==> run_1/gates.png <==
Scale bar: 20 µm.
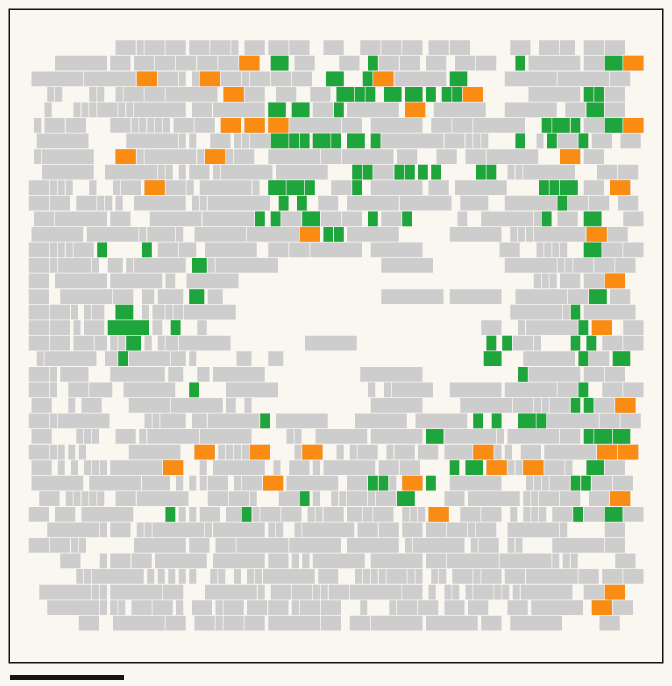
==> run_1/sizing.png <==
Scale bar: 20 µm.
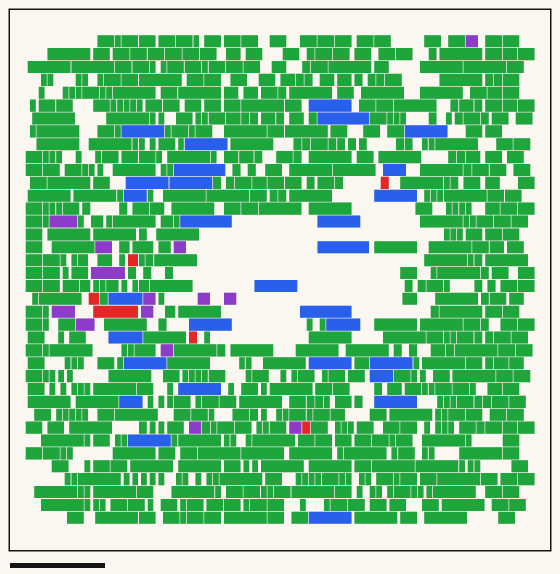
==> run_1/congestion_map.png <==
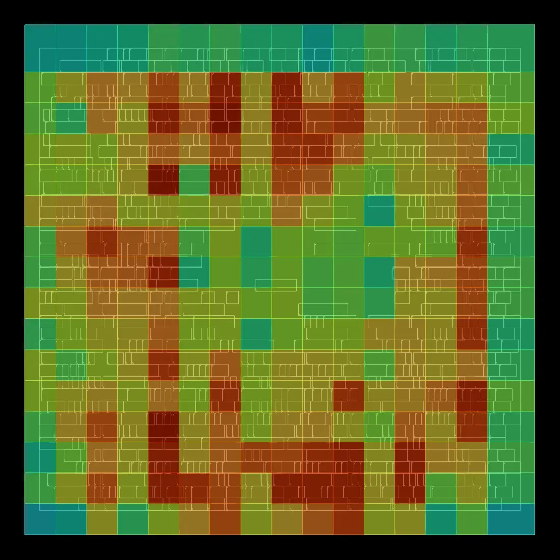
==> run_1/class_map.png <==
Scale bar: 20 µm.
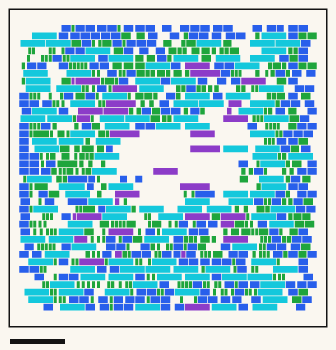
[src/rtl/mem_stage_ctrl_if.sv]
// Data-memory request/acknowledge bus between the MEM stage and data memory.
// The MEM stage is the master; the memory (or its model) is the slave.
interface mem_stage_ctrl_if;
    logic        dm_req;
    logic        dm_we;
    logic [31:0] dm_addr;
    logic [31:0] dm_wdata;
    logic [31:0] dm_rdata;
    logic        dm_ack;

    modport master (
        output dm_req,
        output dm_we,
        output dm_addr,
        output dm_wdata,
        input  dm_rdata,
        input  dm_ack
    );

    modport slave (
        input  dm_req,
        input  dm_we,
        input  dm_addr,
        input  dm_wdata,
        output dm_rdata,
        output dm_ack
    );
endinterface

[src/rtl/mem_stage_ctrl.sv]
// MEM-stage controller: issues data-memory load/store over req/ack and drives the MEM/WB fields.
// Stalls upstream while an access is outstanding; an access with no ack is aborted and flagged.
//
// state | meaning
// IDLE  | no access in flight; non-memory ops pass through in one cycle
// BUSY  | request held on the bus, waiting for dm_ack or the timeout
module mem_stage_ctrl #(
    parameter int TIMEOUT = 15,
    parameter int CNT_W   = 4
) (
    input  logic                clock,
    input  logic                reset,
    input  logic                mem_write_in,
    input  logic [1:0]          s_data_write_in,
    input  logic                reg_write_in,
    input  logic [31:0]         npc_in,
    input  logic [31:0]         alu_res_in,
    input  logic [31:0]         gpr_b_in,
    input  logic [4:0]          num_write_in,
    mem_stage_ctrl_if.master    dm,
    output logic                stall_out,
    output logic                reg_write_out,
    output logic [4:0]          num_write_out,
    output logic [31:0]         wb_data_out,
    output logic                err_out
);

    typedef enum logic {IDLE = 1'b0, BUSY = 1'b1} state_t;

    localparam logic [CNT_W-1:0] CNT_LAST = CNT_W'(TIMEOUT - 1);

    state_t             state, next_state;
    logic [CNT_W-1:0]   cnt;
    logic               lat_reg_write;
    logic [4:0]         lat_num;
    logic               access;
    logic               start;
    logic               done_ack;
    logic               done_to;

    assign access = mem_write_in | (reg_write_in & (s_data_write_in == 2'b01));

    always_ff @(posedge clock or negedge reset) begin
        if (!reset) state <= IDLE;
        else        state <= next_state;
    end

    always_comb begin
        next_state = state;
        start      = 1'b0;
        done_ack   = 1'b0;
        done_to    = 1'b0;
        stall_out  = 1'b0;
        case (state)
            IDLE: begin
                if (access) begin
                    next_state = BUSY;
                    start      = 1'b1;
                    stall_out  = 1'b1;
                end
            end
            BUSY: begin
                // A late ack on the final timeout cycle still counts as a normal completion.
                if (dm.dm_ack) begin
                    done_ack   = 1'b1;
                    next_state = IDLE;
                end else if (cnt == CNT_LAST) begin
                    done_to    = 1'b1;
                    next_state = IDLE;
                end else begin
                    stall_out  = 1'b1;
                end
            end
            default: next_state = IDLE;
        endcase
    end

    always_ff @(posedge clock or negedge reset) begin
        if (!reset) begin
            cnt           <= '0;
            lat_reg_write <= 1'b0;
            lat_num       <= '0;
            dm.dm_req     <= 1'b0;
            dm.dm_we      <= 1'b0;
            dm.dm_addr    <= '0;
            dm.dm_wdata   <= '0;
            reg_write_out <= 1'b0;
            num_write_out <= '0;
            wb_data_out   <= '0;
            err_out       <= 1'b0;
        end else if (start) begin
            cnt           <= '0;
            lat_reg_write <= reg_write_in;
            lat_num       <= num_write_in;
            dm.dm_req     <= 1'b1;
            dm.dm_we      <= mem_write_in;
            dm.dm_addr    <= alu_res_in;
            dm.dm_wdata   <= gpr_b_in;
            reg_write_out <= 1'b0;
        end else if (state == IDLE) begin
            reg_write_out <= reg_write_in;
            num_write_out <= num_write_in;
            wb_data_out   <= (s_data_write_in == 2'b10) ? npc_in : alu_res_in;
        end else if (done_ack) begin
            dm.dm_req     <= 1'b0;
            num_write_out <= lat_num;
            if (dm.dm_we) begin
                reg_write_out <= 1'b0;
            end else begin
                reg_write_out <= lat_reg_write;
                wb_data_out   <= dm.dm_rdata;
            end
        end else if (done_to) begin
            // Aborted load still retires, writing zero so the destination is deterministic.
            dm.dm_req     <= 1'b0;
            err_out       <= 1'b1;
            num_write_out <= lat_num;
            if (dm.dm_we) begin
                reg_write_out <= 1'b0;
            end else begin
                reg_write_out <= lat_reg_write;
                wb_data_out   <= '0;
            end
        end else begin
            cnt           <= cnt + 1'b1;
            reg_write_out <= 1'b0;
        end
    end

endmodule

[src/flat_wrapper.sv]
// flat-port wrapper written by rule: the top's interface ports become plain ports
module mem_stage_ctrl_flat 
#(
    parameter int TIMEOUT = 15,
    parameter int CNT_W   = 4
)
  (clock, reset, mem_write_in, s_data_write_in, reg_write_in, npc_in, alu_res_in, gpr_b_in, num_write_in, stall_out, reg_write_out, num_write_out, wb_data_out, err_out, dm_dm_req, dm_dm_we, dm_dm_addr, dm_dm_wdata, dm_dm_rdata, dm_dm_ack);
  mem_stage_ctrl_if dm_i ();
  input  logic clock;
  input  logic reset;
  input  logic mem_write_in;
  input  logic [1:0] s_data_write_in;
  input  logic reg_write_in;
  input  logic [31:0] npc_in;
  input  logic [31:0] alu_res_in;
  input  logic [31:0] gpr_b_in;
  input  logic [4:0] num_write_in;
  output logic stall_out;
  output logic reg_write_out;
  output logic [4:0] num_write_out;
  output logic [31:0] wb_data_out;
  output logic err_out;
  output wire logic [$bits(dm_i.dm_req)-1:0] dm_dm_req;
  output wire logic [$bits(dm_i.dm_we)-1:0] dm_dm_we;
  output wire logic [$bits(dm_i.dm_addr)-1:0] dm_dm_addr;
  output wire logic [$bits(dm_i.dm_wdata)-1:0] dm_dm_wdata;
  input wire logic [$bits(dm_i.dm_rdata)-1:0] dm_dm_rdata;
  input wire logic [$bits(dm_i.dm_ack)-1:0] dm_dm_ack;
  assign dm_dm_req = dm_i.dm_req;
  assign dm_dm_we = dm_i.dm_we;
  assign dm_dm_addr = dm_i.dm_addr;
  assign dm_dm_wdata = dm_i.dm_wdata;
  assign dm_i.dm_rdata = dm_dm_rdata;
  assign dm_i.dm_ack = dm_dm_ack;
  mem_stage_ctrl #(.TIMEOUT(TIMEOUT), .CNT_W(CNT_W)) u_core (.clock(clock), .reset(reset), .mem_write_in(mem_write_in), .s_data_write_in(s_data_write_in), .reg_write_in(reg_write_in), .npc_in(npc_in), .alu_res_in(alu_res_in), .gpr_b_in(gpr_b_in), .num_write_in(num_write_in), .dm(dm_i), .stall_out(stall_out), .reg_write_out(reg_write_out), .num_write_out(num_write_out), .wb_data_out(wb_data_out), .err_out(err_out));
endmodule
[config.mk]
export PLATFORM = sky130hd
export DESIGN_NAME = mem_stage_ctrl_flat
export DESIGN_NICKNAME = d
export VERILOG_FILES = /design/src/rtl/mem_stage_ctrl_if.sv /design/src/rtl/mem_stage_ctrl.sv /design/src/flat_wrapper.sv
export SDC_FILE = /design/constraint.sdc
export NUM_CORES = 1
export LEC_CHECK = 0
export CAP_MARGIN = 20
export CORE_MARGIN = 3
export CORE_UTILIZATION = 44
export CTS_CLUSTER_DIAMETER = 150
export CTS_CLUSTER_SIZE = 16
export DETAILED_ROUTE_END_ITERATION = 8
export PLACE_DENSITY = 0.95
export SYNTH_ARGS = -nofsm -noshare
export SYNTH_HDL_FRONTEND = slang
export SYNTH_SLANG_ARGS = --single-unit
export TNS_END_PERCENT = 30
[constraint.sdc]
create_clock -name clock -period 3.1 [get_ports clock]
set_clock_uncertainty 0.2 [all_clocks]
set_input_delay 0.31 -clock clock [delete_from_list [all_inputs] [get_ports clock]]
set_output_delay 0.31 -clock clock [all_outputs]
set_load 0.01 [all_outputs]
==> impl_metrics.py, run 1 <==
# Physical implementation metrics
metrics = {
    "outcome": {
        "status": "finished clean",
    },
    "route": {
        "vias": 5078,
        "detail_route.iter0.violations": 360,
        "vias_per_cell": 5.44,
        "firstDrtPassIters": 6,
    },
    "finish": {
        "postLayoutCoreUtil_pct": 75.3,
        "final_common_cell": "clkdlybuf4s50_1",
        "layout_overhead_on_the_synthesized_area_pct": 63.1,
        "n_fill_cell": 718,
        "finish.cell_count_without_fillers": 934,
    },
    "worst_setup_path": {
        "critPathCaptureType": "output pin",
        "timing.setup.critical_path_class": "flip-flop to output pin",
        "crit-reg2reg-launch": "u_core.state$_DFF_PN0_",
        "cp_cell_sequence": "inv_1 -> ha_1 -> nand3_1 -> a211oi_4 -> inv_1 -> clkdlybuf4s50_1",
        "worst-endpoint-required_ns": 2.59,
        "worstRegToRegCells": 5,
        "crit_path_end": "stall_out",
        "critical_path.max_stage_delay_ns": 0.49,
    },
    "power_and_ir_drop": {
        "power.switching_fraction_pct": 30.5,
        "power_report.internal_total_mw": 4.84,
        "clock_power_share_pct": 31.2,
        "worst_ir_drop_vdd_mv": 0.424,
        "share_comb_of_total_power_pct": 35.5,
        "seq_power_share_pct": 33.3,
    },
    "final_timing": {
        "finalWorstSetupSlack_ns": 0.402,
        "layout_min_cycle_time_ns": 2.70,
        "slew_headroom_pct": 37.2,
        "achievable_freq_ghz": 0.371,
        "pins_over_slew_limit": 0,
    },
    "yosys": {
        "common_cells": "nand2_1, dfrtp_1, a21oi_1, mux2i_1, a2bb2oi_1",
        "postSynthAreaPerCell_um2": 9.42,
        "synthTopCellsByArea": "dfrtp_1, nand2_1, mux2i_1, a21oi_1, a2bb2oi_1",
        "yosys.stat.chipArea_um2": 5130,
        "ys_warn_count": 0,
        "share_of_synthesized_area_occupied_by_flip_flops_and_latches_pct": 56.5,
        "synth-main-ff-cell": "dfrtp_1",
    },
    "floorplanning": {
        "die.size.x_um": 114,
        "chip_area_um2": 13000,
        "design.core.area_um2": 11100,
        "floorplanUtilization_pct": 46.2,
    },
    "global_route": {
        "grt_pass1_vias": 5177,
        "pin_count_of_the_biggest_net_entering_global_routing": 74,
        "grt.overflow.total": 0,
        "gr-usage-all-layers_pct": 27.1,
    },
    "hold_path": {
        "hp-class": "input pin to async pin",
    },
    "flow_run": {
        "drv.max_cap_violation_count": 0,
    },
    "cts": {
        "cts-htree-levels": 4,
        "path_clk_slew_ns": 0.05,
        "tritoncts": "built",
        "worstSkewPairLatency_ns": 0.41,
    },
}
Back to the opening pictures, gates.png:
- aoi and oai cells: green (cells 110; most used a21oi_1)
- mux cells: orange (cells 37; most used mux2i_1; where widely spread)

Back to the opening pictures, sizing.png:
- x6 and larger: blue (cells 29; share 3.7%; most used clkbuf_16)
- x3 and x4: purple (cells 14; share 1.8%; most used buf_4)
- x1 and smaller: green (cells 745; share 94%; most used clkdlybuf4s50_1)
- x2: red (cells 6; share 0.76%; most used clkinv_2)

Back to the opening pictures, congestion_map.png:
GRT met3 Usage: 7.85%
grt met1 use: 30.5%
post-detailed-route wirelength per cell: 18.9 µm

Back to the opening pictures, class_map.png:
- registers: cyan (cells 116)
- remaining buffers and delay cells: blue (cells 256)
- clock drivers and dummy loads: purple (cells 32)
- remaining logic cells: green (cells 390)

-- run 1: worst max-delay path, delay by kind of cell (launching register included) --
family,cells,cell delay (ns)
buffers and inverters,3,0.73
AND-OR/OR-AND,1,0.28
AND/OR/NAND/NOR,1,0.18
flip-flops,1,0.40
adder cells (fa/ha/maj),1,0.20
-- run 1: what timing repair did --
action                                 CTS  global route
buffers inserted                         0             0
hold buffers                             1             0
endpoints found under the hold margin   39             0
-- run 1: power groups by stage --
stage                     clock (mW)  combinational (mW)  sequential (mW)
after CTS                       2.19                2.49             2.31
after floorplan                    0               0.790             2.52
after global routing            2.27                2.64             2.37
final                           2.17                2.47             2.31
after detailed placement           0                2.46             2.33
after global placement             0                2.37             2.30
-- run 1: layout make-up --
class / instances / area, µm² / area share (%)
Inverter: 3 / 11.3 / 0.134
Sequential cell: 116 / 2900 / 34.7
Clock buffer: 23 / 488 / 5.83
Clock inverter: 9 / 173 / 2.06
Tap cell: 140 / 175 / 2.09
Multi-Input combinational cell: 387 / 2050 / 24.5
Timing Repair Buffer: 256 / 2570 / 30.7
-- run 1: cell families after synthesis --
| group | count (synthesis) | synth area share (%) |
|---|---|---|
| AND/OR/NAND/NOR | 236 | 18.2 |
| flip-flops | 116 | 56.5 |
| AND-OR/OR-AND | 111 | 13.7 |
| buffers and inverters | 42 | 3.73 |
| multiplexers | 37 | 7.21 |
| adder cells (fa/ha/maj) | 2 | 0.487 |
| XOR/XNOR | 1 | 0.171 |
-- run 1: routing by layer --
metal  share of wire [%]  vias to the layer above  GRT usage, %
met2                  52                      258          47.5
met5                   0                        -             0
li1                    -                     2294             -
met1                  36                     2475          30.5
met4                 3.9                        0          12.5
met3                 7.9                       51          7.85
==> run 2: changes to the inputs <==
--- a/config.mk
+++ b/config.mk
@@ -7,11 +7,11 @@
 export LEC_CHECK = 0
 export CAP_MARGIN = 20
 export CORE_MARGIN = 3
-export CORE_UTILIZATION = 44
-export CTS_CLUSTER_DIAMETER = 150
+export CORE_UTILIZATION = 37
+export CTS_CLUSTER_DIAMETER = 40
 export CTS_CLUSTER_SIZE = 16
 export DETAILED_ROUTE_END_ITERATION = 8
-export PLACE_DENSITY = 0.95
+export PLACE_DENSITY = 0.87
 export SYNTH_ARGS = -nofsm -noshare
 export SYNTH_HDL_FRONTEND = slang
 export SYNTH_SLANG_ARGS = --single-unit
==> constraint.sdc (replaced) <==
create_clock -name clock -period 2.3 [get_ports clock]
set_clock_uncertainty 0.2 [all_clocks]
set_input_delay 0.23 -clock clock [delete_from_list [all_inputs] [get_ports clock]]
set_output_delay 0.23 -clock clock [all_outputs]
set_load 0.01 [all_outputs]
==> run_2/congestion_map.png <==
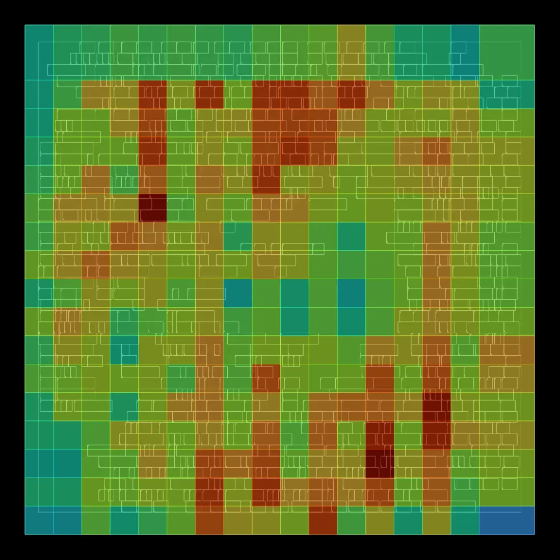
post-layout utilization of the core: 63.5%
GRT met3 Usage: 7.04%
post-detailed-route wirelength per cell: 17.2 µm
met2 usage: 37.2%
busiest metal layer after global routing: met2

==> run_2/sizing.png <==
Scale bar: 20 µm.
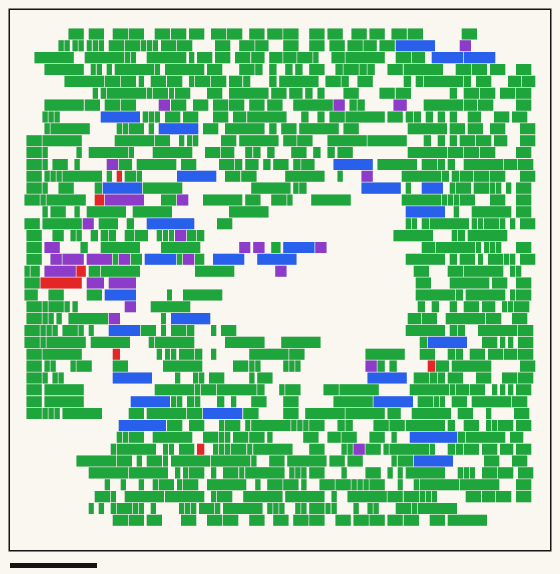
- x3 and x4: purple (cells 27; share 3.4%; most used buf_4)
- x6 and larger: blue (cells 28; share 3.5%; most used clkbuf_16)
- x1 and smaller: green (cells 741; share 92%; most used clkdlybuf4s50_1)
- x2: red (cells 7; share 0.87%; most used clkinv_2)

==> run_2/ff_map.png <==
Scale bar: 20 µm. Other sequential cells in the stronger grey, the rest of the logic in the fainter grey.
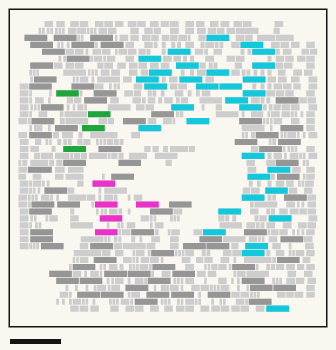
- u_core.wb_data_out: cyan (placed flops 32)
- u_core.cnt: green (placed flops 4)
- u_core.lat_num: magenta (placed flops 5)
- not coloured: 75

==> run 2 against run 1 <==
Compared with the run above:
- die area increased by 18%
- sequential cell count is the same
- combinational power increased by 36%
- worst setup slack lost 0.30 ns
- synthesized cell count stayed put
- first-iteration DRC count decreased by 29%
- global-route usage is 5.1 points lower
- clock power increased by 23%
- final cell count rose by 4.8%
- worst hold slack lost 0.077 ns
- area after synthesis unchanged
==> impl_metrics.py, run 2 <==
# Physical implementation metrics
metrics = {
    "worst_setup_path": {
        "worstRegToRegCells": 8,
        "crit-reg2reg-launch": "u_core.cnt[0]$_DFFE_PN0P_",
        "critPathCaptureType": "output pin",
        "cp_cell_sequence": "inv_2 -> ha_4 -> nand3_4 -> a211oi_4 -> inv_1 -> dlygate4sd2_1",
        "critical_path.max_stage_delay_ns": 0.40,
        "timing.setup.critical_path_class": "flip-flop to output pin",
        "worst_path_dominant_cell_family": "buffers and inverters",
        "critical_path.n_buffers_inverters": 3,
    },
    "global_route": {
        "grt.overflow.total": 0,
        "gr-usage-all-layers_pct": 22.0,
        "grt_pass1_vias": 4830,
    },
    "hold_path": {
        "hp-class": "input pin to flip-flop",
    },
    "outcome": {
        "status": "finished clean",
    },
    "floorplanning": {
        "chip_area_um2": 15300,
        "floorplanUtilization_pct": 38.3,
        "design.core.area_um2": 13400,
    },
    "yosys": {
        "synth.cellmix.xorXnorShare_pct": 0.171,
        "post_synth_fa_ha_maj_area_fraction_pct": 0.487,
        "share_of_synthesized_area_occupied_by_flip_flops_and_latches_pct": 56.5,
        "mux_share_pct": 7.21,
        "common_cells": "nand2_1, dfrtp_1, a21oi_1, mux2i_1, a2bb2oi_1",
        "top_logic_kind": "simple AND/OR/NAND/NOR gates",
        "postSynthAreaPerCell_um2": 9.42,
        "yosys.area_share.aoi_pct": 13.7,
        "synth-main-ff-cell": "dfrtp_1",
        "synthTopCellsByArea": "dfrtp_1, nand2_1, mux2i_1, a21oi_1, a2bb2oi_1",
        "simple_gate_share_pct": 18.2,
    },
    "finish": {
        "nonClockBufferCount": 265,
        "nNonClkInverters": 3,
        "area.share.combinational_pct": 24.4,
        "final-clk-cell-share_pct": 7.08,
        "finish.cell_count_without_fillers": 979,
        "n_fill_cell": 1108,
        "final.clkbuf_count": 19,
        "seq-cell-share_pct": 34.1,
        "flop-count": 116,
        "count_of_multi_input_gates": 387,
        "final_common_cell": "clkdlybuf4s50_1",
    },
    "final_timing": {
        "achievable_freq_ghz": 0.455,
        "layout_min_cycle_time_ns": 2.20,
    },
    "route": {
        "firstDrtPassIters": 4,
        "vias_per_cell": 4.92,
    },
    "cts": {
        "cts-htree-levels": 4,
    },
}
==> run 2: cell counts after synthesis <==
No cell type changed its count.
==> run 2: cells by family (layout without fill, tap and decap cells) <==
family / after synthesis / in the layout
AND-OR/OR-AND: 111 / 111
XOR/XNOR: 1 / 1
adder cells (fa/ha/maj): 2 / 2
buffers and inverters: 42 / 300
flip-flops: 116 / 116
multiplexers: 37 / 37
AND/OR/NAND/NOR: 236 / 236
==> run 2: repair_timing <==
item	4_1_cts	5_1_grt
hold endpoints to repair	116	0
resized	2	4
hold buffers	1	0
endpoints found under the setup margin	1	1
pin swaps	0	1
buffers inserted	0	1
==> run 2: power by group <==
group          leakage (nW)  internal (mW)  switching (mW)
sequential             1.40           2.72           0.380
clock                 0.277           1.72           0.938
combinational          2.17           1.83            1.54
total                  3.85           6.27            2.86
==> run 2: worst max-delay path by stage <==
| stage | to | slack (ns) | cells past startpoint |
|---|---|---|---|
| 2_1_floorplan | u_core.wb_data_out[10]$_DFFE_PN0P_ | 0.43 | 8 |
| 4_1_cts | stall_out | 0.02 | 6 |
| 6_report | stall_out | 0.10 | 6 |
| 3_5_place_dp | stall_out | 0.09 | 5 |
| 3_3_place_gp | stall_out | 0.10 | 5 |
| 5_1_grt | stall_out | 0.01 | 6 |
==> run 2: worst register-to-register path, cell delays in order, from the launching register on <==
cell	delay, ns
dfrtp_1	0.40
inv_2	0.09
ha_4	0.15
nand3_4	0.10
a211oi_4	0.26
buf_4	0.17
and2_1	0.19
buf_4	0.22
a21oi_1	0.10
==> run 2: metal layers <==
metal | up-vias | GRT usage, % | part of all wire [%]
li1 | 2313 | - | -
met1 | 2303 | 26.6 | 40
met2 | 177 | 37.2 | 50
met3 | 21 | 7.04 | 8.4
met4 | 0 | 7.20 | 1.7
met5 | - | 0 | 0
==> run 3: changes to the inputs <==
--- a/config.mk
+++ b/config.mk
@@ -11,6 +11,7 @@
 export CTS_CLUSTER_DIAMETER = 40
 export CTS_CLUSTER_SIZE = 16
 export DETAILED_ROUTE_END_ITERATION = 8
+export GPL_ROUTABILITY_DRIVEN = 0
 export PLACE_DENSITY = 0.87
 export SYNTH_ARGS = -nofsm -noshare
 export SYNTH_HDL_FRONTEND = slang
==> run_3/ff_map.png <==
Scale bar: 20 µm. Other sequential cells in the stronger grey, the rest of the logic in the fainter grey.
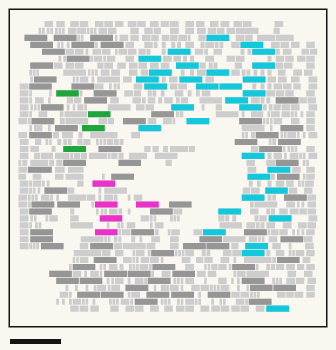
- u_core.lat_num: magenta (placed flops 5)
- u_core.wb_data_out: cyan (placed flops 32)
- u_core.cnt: green (placed flops 4)

==> run_3/congestion_map.png <==
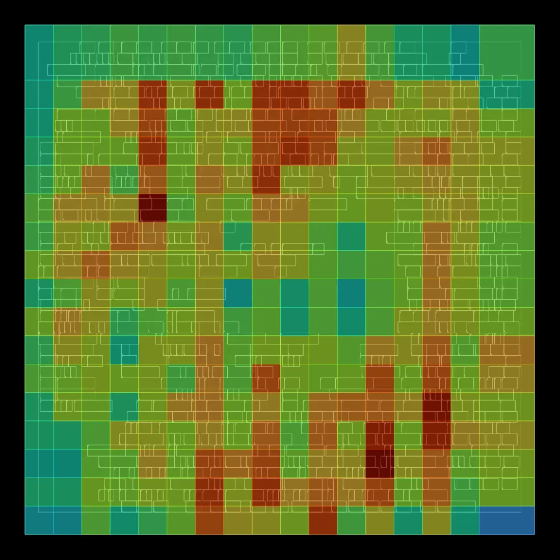
grt met1 use: 26.6%
total routing resource utilization after global routing: 22.0%

==> run 3 against run 2 <==
Compared with the run above:
- critical endpoint unchanged
- largest power group unchanged
- critical path type unchanged
- sequential share of layout area unchanged
- non-clock buffer count unchanged
- maximum frequency unchanged
- highest routed layer unchanged
==> impl_metrics.py, run 3 <==
# Physical implementation metrics
metrics = {
    "yosys": {
        "postSynthAreaPerCell_um2": 9.42,
        "synth.cellmix.xorXnorShare_pct": 0.171,
        "top_logic_kind": "simple AND/OR/NAND/NOR gates",
        "post_synth_fa_ha_maj_area_fraction_pct": 0.487,
        "synthTopCellsByArea": "dfrtp_1, nand2_1, mux2i_1, a21oi_1, a2bb2oi_1",
        "synth-main-ff-cell": "dfrtp_1",
        "mux_share_pct": 7.21,
    },
    "global_route": {
        "grt_busiest_layer": "met2",
        "grt_pass1_vias": 4830,
        "grt.overflow.total": 0,
    },
    "cts": {
        "cts-htree-levels": 4,
    },
    "power_and_ir_drop": {
        "total_switching_power_mw": 2.86,
        "clock_power_share_pct": 29.1,
        "share_comb_of_total_power_pct": 36.9,
        "power.switching_fraction_pct": 31.3,
        "seq_power_share_pct": 33.9,
    },
    "floorplanning": {
        "chip_area_um2": 15300,
        "floorplanUtilization_pct": 38.3,
        "design.core.area_um2": 13400,
    },
    "finish": {
        "n_fill_cell": 1108,
        "finish.cell_count_without_fillers": 979,
        "final_common_cell": "clkdlybuf4s50_1",
    },
    "final_timing": {
        "achievable_freq_ghz": 0.455,
    },
    "worst_setup_path": {
        "critPathCaptureType": "output pin",
        "crit-reg2reg-launch": "u_core.cnt[0]$_DFFE_PN0P_",
        "timing.setup.critical_path_class": "flip-flop to output pin",
        "critical_path.n_buffers_inverters": 3,
        "crit_path_end": "stall_out",
        "cp_cell_sequence": "inv_2 -> ha_4 -> nand3_4 -> a211oi_4 -> inv_1 -> dlygate4sd2_1",
    },
    "route": {
        "met3WireLength_mm": 1.41,
        "met2_wire_len_mm": 8.45,
        "topRoutingLayerUsed": "met4",
        "routedWlPerCell_um": 17.2,
        "wl_met1_mm": 6.71,
        "vias_per_cell": 4.92,
    },
    "hold_path": {
        "hp-class": "input pin to flip-flop",
    },
    "outcome": {
        "status": "finished clean",
    },
}
==> run_3/sizing.png <==
Scale bar: 20 µm.
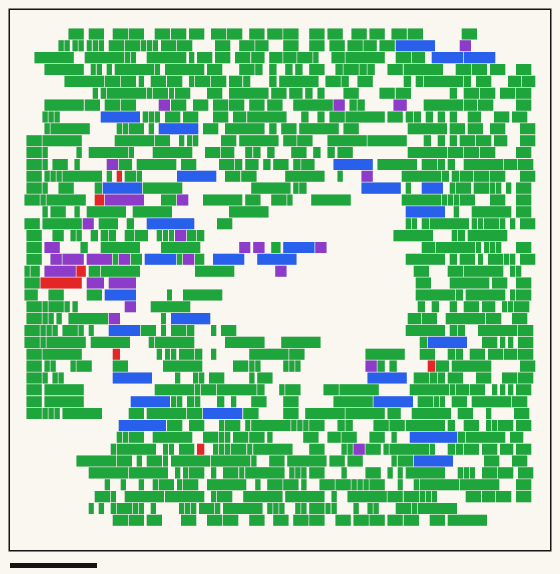
- x2: red (cells 7; share 0.87%; most used clkinv_2)
- x3 and x4: purple (cells 27; share 3.4%; most used buf_4)
- x1 and smaller: green (cells 741; share 92%; most used clkdlybuf4s50_1)
- x6 and larger: blue (cells 28; share 3.5%; most used clkbuf_16)

-- run 3: cell counts after synthesis --
No cell type changed its count.
-- run 3: what timing repair did --
item                                    CTS  global route
endpoints found under the setup margin    1             1
pin swaps                                 0             1
setup buffers                             0             1
gates resized                             2             4
endpoints found under the hold margin   116             0
hold buffers                              1             0
-- run 3: metrics by stage --
step / hold slack, ns / setup WS, ns / total power [mW] / cell area (µm²)
floorplan: -0.266 / 0.427 / 4.46 / 5130
finish: 0.142 / 0.104 / 9.13 / 8500
detailed placement: 0.0552 / 0.0929 / 6.48 / 7860
global placement: 0.0551 / 0.101 / 6.38 / 7860
global route: 0.123 / 0.0110 / 9.64 / 8500
CTS: 0.124 / 0.0161 / 9.19 / 8480
-- run 3: final cells by class --
| cell class | instances | area share [%] |
|---|---|---|
| Timing Repair Buffer | 265 | 31.6 |
| Clock buffer | 19 | 5.21 |
| Sequential cell | 116 | 34.1 |
| Multi-Input combinational cell | 387 | 24.4 |
| Tap cell | 176 | 2.59 |
| Clock inverter | 13 | 1.87 |
| Inverter | 3 | 0.132 |
-- run 3: cell families (layout without fill, tap and decap cells) --
family          Yosys count  count (layout)
simple gates            236             236
flops                   116             116
compound gates          111             111
buf+inv                  42             300
mux                      37              37
fa+ha+maj                 2               2
xor+xnor                  1               1
-- run 3: worst register-to-register path, stage by stage (launching register included) --
cell and delay, ns:
dfrtp_1 0.40, inv_2 0.09, ha_4 0.15, nand3_4 0.10, a211oi_4 0.26, buf_4 0.17
and2_1 0.19, buf_4 0.22, a21oi_1 0.10
-- run 3: power by group through the flow --
stage	Combinational [mW]	Sequential [mW]	Clock, mW
after CTS	3.38	3.10	2.71
after global placement	3.30	3.08	0
after detailed placement	3.37	3.11	0
final	3.37	3.10	2.66
after global routing	3.64	3.18	2.82
after floorplan	1.06	3.39	0
No activity file was given, so power comes from the tool's default toggle rates.
